===== src/rtl/depermutate_2.sv =====
// rtl/depermutate_2.sv - inverse coefficient depermutation with 2-entry elastic buffer
//
// Splits one natural-order row of DCT2 coefficients into the even/odd groups
// consumed by the inverse partial butterfly, buffers up to two mapped rows,
// and tags the last row of every transform block.
//
// Ports:
//   clk, rst_n      clock, asynchronous active-low reset
//   in_valid/ready  upstream handshake (row from transpose memory)
//   N               size code 0..3 -> 4/8/16/32-point row
//   Y               packed row, coefficient k at Y[511-16k -: 16]
//   out_valid/ready downstream handshake (groups to inverse butterfly)
//   X2E, X2O        level-2 even/odd groups
//   X4O, X8O, X16O  odd groups of levels 4/8/16 (0 when unused at N)
//   N_out           size code travelling with the row
//   out_last        row is the final row of its block
module depermutate_2 (
  input  logic                clk,
  input  logic                rst_n,
  input  logic                in_valid,
  output logic                in_ready,
  input  logic [1:0]          N,
  input  logic signed [511:0] Y,
  output logic                out_valid,
  input  logic                out_ready,
  output logic signed [15:0]  X2E  [0:1],
  output logic signed [15:0]  X2O  [0:1],
  output logic signed [15:0]  X4O  [0:3],
  output logic signed [15:0]  X8O  [0:7],
  output logic signed [15:0]  X16O [0:15],
  output logic [1:0]          N_out,
  output logic                out_last
);

  typedef struct packed {
    logic [1:0][15:0]  x2e;
    logic [1:0][15:0]  x2o;
    logic [3:0][15:0]  x4o;
    logic [7:0][15:0]  x8o;
    logic [15:0][15:0] x16o;
    logic [1:0]        n;
    logic              last;
  } entry_t;

  entry_t     mem [0:1];
  entry_t     mapped;
  entry_t     head;
  logic       wr_ptr;
  logic       rd_ptr;
  logic [1:0] count;
  logic [4:0] row_idx;
  logic [1:0] prev_n;
  logic [4:0] eff_idx;
  logic [4:0] last_idx;
  logic       push_last;
  logic       push;
  logic       pop;

  function automatic logic [15:0] coef(input logic [511:0] y, input int k);
    return y[511-16*k -: 16];
  endfunction

  assign in_ready  = (count != 2'd2);
  assign out_valid = (count != 2'd0);
  assign push      = in_valid && in_ready;
  assign pop       = out_valid && out_ready;

  // A change of transform size starts a new block, so the row is row 0.
  always_comb begin
    eff_idx = (N != prev_n) ? 5'd0 : row_idx;
    case (N)
      2'd0:    last_idx = 5'd3;
      2'd1:    last_idx = 5'd7;
      2'd2:    last_idx = 5'd15;
      default: last_idx = 5'd31;
    endcase
    push_last = (eff_idx == last_idx);
  end

  // Level-L odd group takes the odd multiples of S/(2L); X2E takes multiples
  // of S/2. Written out per size so each case is a fixed wiring pattern.
  always_comb begin
    mapped      = '0;
    mapped.n    = N;
    mapped.last = push_last;
    case (N)
      2'd0: begin
        for (int j = 0; j < 2; j++) begin
          mapped.x2e[j] = coef(Y, 2*j);
          mapped.x2o[j] = coef(Y, 2*j+1);
        end
      end
      2'd1: begin
        for (int j = 0; j < 4; j++) mapped.x4o[j] = coef(Y, 2*j+1);
        for (int j = 0; j < 2; j++) begin
          mapped.x2o[j] = coef(Y, 4*j+2);
          mapped.x2e[j] = coef(Y, 4*j);
        end
      end
      2'd2: begin
        for (int j = 0; j < 8; j++) mapped.x8o[j] = coef(Y, 2*j+1);
        for (int j = 0; j < 4; j++) mapped.x4o[j] = coef(Y, 4*j+2);
        for (int j = 0; j < 2; j++) begin
          mapped.x2o[j] = coef(Y, 8*j+4);
          mapped.x2e[j] = coef(Y, 8*j);
        end
      end
      default: begin
        for (int j = 0; j < 16; j++) mapped.x16o[j] = coef(Y, 2*j+1);
        for (int j = 0; j < 8; j++)  mapped.x8o[j]  = coef(Y, 4*j+2);
        for (int j = 0; j < 4; j++)  mapped.x4o[j]  = coef(Y, 8*j+4);
        for (int j = 0; j < 2; j++) begin
          mapped.x2o[j] = coef(Y, 16*j+8);
          mapped.x2e[j] = coef(Y, 16*j);
        end
      end
    endcase
  end

  always_ff @(posedge clk or negedge rst_n) begin
    if (!rst_n) begin
      count   <= 2'd0;
      wr_ptr  <= 1'b0;
      rd_ptr  <= 1'b0;
      row_idx <= 5'd0;
      prev_n  <= 2'd0;
    end else begin
      if (push) begin
        wr_ptr  <= ~wr_ptr;
        prev_n  <= N;
        row_idx <= push_last ? 5'd0 : eff_idx + 5'd1;
      end
      if (pop) rd_ptr <= ~rd_ptr;
      case ({push, pop})
        2'b10:   count <= count + 2'd1;
        2'b01:   count <= count - 2'd1;
        default: count <= count;
      endcase
    end
  end

  // Storage needs no reset: outputs are forced to zero whenever the buffer
  // is empty, and reset always empties it.
  always_ff @(posedge clk) begin
    if (push) mem[wr_ptr] <= mapped;
  end

  assign head = mem[rd_ptr];

  always_comb begin
    for (int j = 0; j < 2; j++) begin
      X2E[j] = out_valid ? head.x2e[j] : 16'sd0;
      X2O[j] = out_valid ? head.x2o[j] : 16'sd0;
    end
    for (int j = 0; j < 4; j++)  X4O[j]  = out_valid ? head.x4o[j]  : 16'sd0;
    for (int j = 0; j < 8; j++)  X8O[j]  = out_valid ? head.x8o[j]  : 16'sd0;
    for (int j = 0; j < 16; j++) X16O[j] = out_valid ? head.x16o[j] : 16'sd0;
    N_out    = out_valid ? head.n    : 2'd0;
    out_last = out_valid ? head.last : 1'b0;
  end

endmodule


===== config.mk =====
export PLATFORM = sky130hd
export DESIGN_NAME = depermutate_2
export DESIGN_NICKNAME = d
export VERILOG_FILES = /design/src/rtl/depermutate_2.sv
export SDC_FILE = /design/constraint.sdc
export NUM_CORES = 1
export LEC_CHECK = 0
export CAP_MARGIN = 30
export CORE_AREA = 8 8 401 403
export DETAILED_ROUTE_END_ITERATION = 7
export DIE_AREA = 0 0 409 411
export GPL_ROUTABILITY_DRIVEN = 1
export GPL_TIMING_DRIVEN = 0
export SLEW_MARGIN = 20
export SYNTH_ARGS = -nofsm -noshare
export SYNTH_HDL_FRONTEND = slang
export SYNTH_SLANG_ARGS = --single-unit

===== constraint.sdc =====
create_clock -name clk -period 29.9 [get_ports clk]
set_input_delay 4.485 -clock clk [delete_from_list [all_inputs] [get_ports clk]]
set_output_delay 4.485 -clock clk [all_outputs]
set_load 0.01 [all_outputs]

Fig. 1: track usage over the die
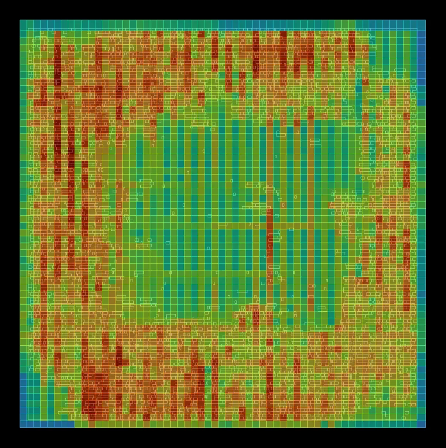
met3 GRT Util: 7.53%
met1 Use GR: 26.0%
Final Util: 41.4%
GRT busiest layer: met2

Fig. 2: sizing map
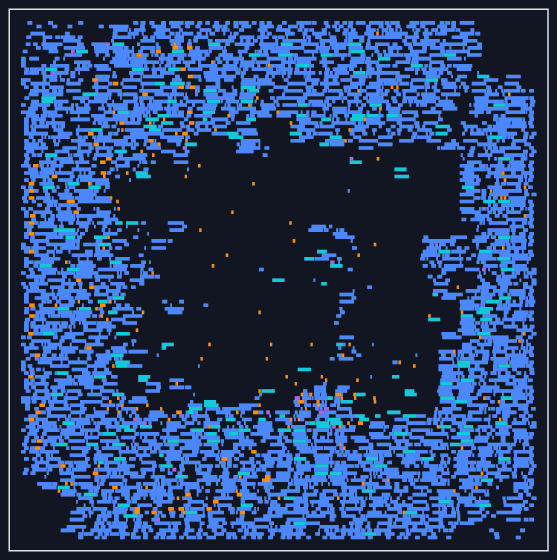
Blue stands for x1 and smaller, cells 4002. Orange stands for x2, cells 213. Purple stands for x3 and x4, cells 16. Cyan stands for x6 and larger, cells 208.
synth-to-layout area growth: 40.1%
final worst slack: 21.35 ns

==> results.sh <==
# source this file to load flow results
export IMPL_status="completed"
export IMPL_ff2ff_path_depth=11
export IMPL_synthArstFlopShare_pct=1.06
export IMPL_clockNetworkAreaShare_pct=5.78
export IMPL_dieArea_mm2=0.168
export IMPL_power_density_mw_per_mm2=100
export IMPL_p_clk_share_pct=22.1
export IMPL_synth_cell_area_mm2=0.0457
export IMPL_clkLatencyLatePin_ns=0.73
export IMPL_buffers=1342
export IMPL_syn_inst=3131
export IMPL_critical_path_max_stage_delay_ns=0.70
export IMPL_worst_pin_slew_ns=0.971
export IMPL_layout_top_cell="clkdlybuf4s50_1"
export IMPL_area_leaders="edfxtp_1 (68%), mux2i_1 (16%), nor2_1 (4.4%)"
export IMPL_finalCritPeriodShare_pct=28.6
export IMPL_cts_tree="built"
export IMPL_htree_levels=3
export IMPL_worst_path_buf_inv=5
export IMPL_rr_endpoint="mem[1][296]"
export IMPL_globalRouteTotalUtil_pct=22.5
export IMPL_critPathLaunchType="flip-flop"
export IMPL_cp_slowest_cell="clkdlybuf4s50_1"
Fig. 3: signal wires on met3
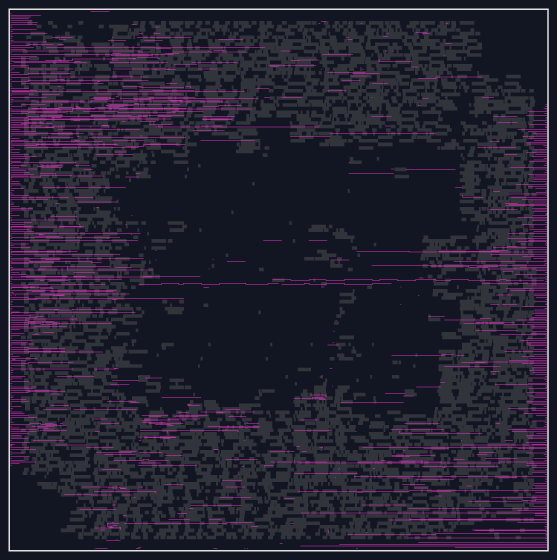
The wires run mostly horizontal. The longest straight run is 187 um. The layer holds 9.2% of the routed length. The layer carries 18300 um of wire. 789 nets have wire on it.
drt total wl: 199 mm
vias after detailed routing: 31917

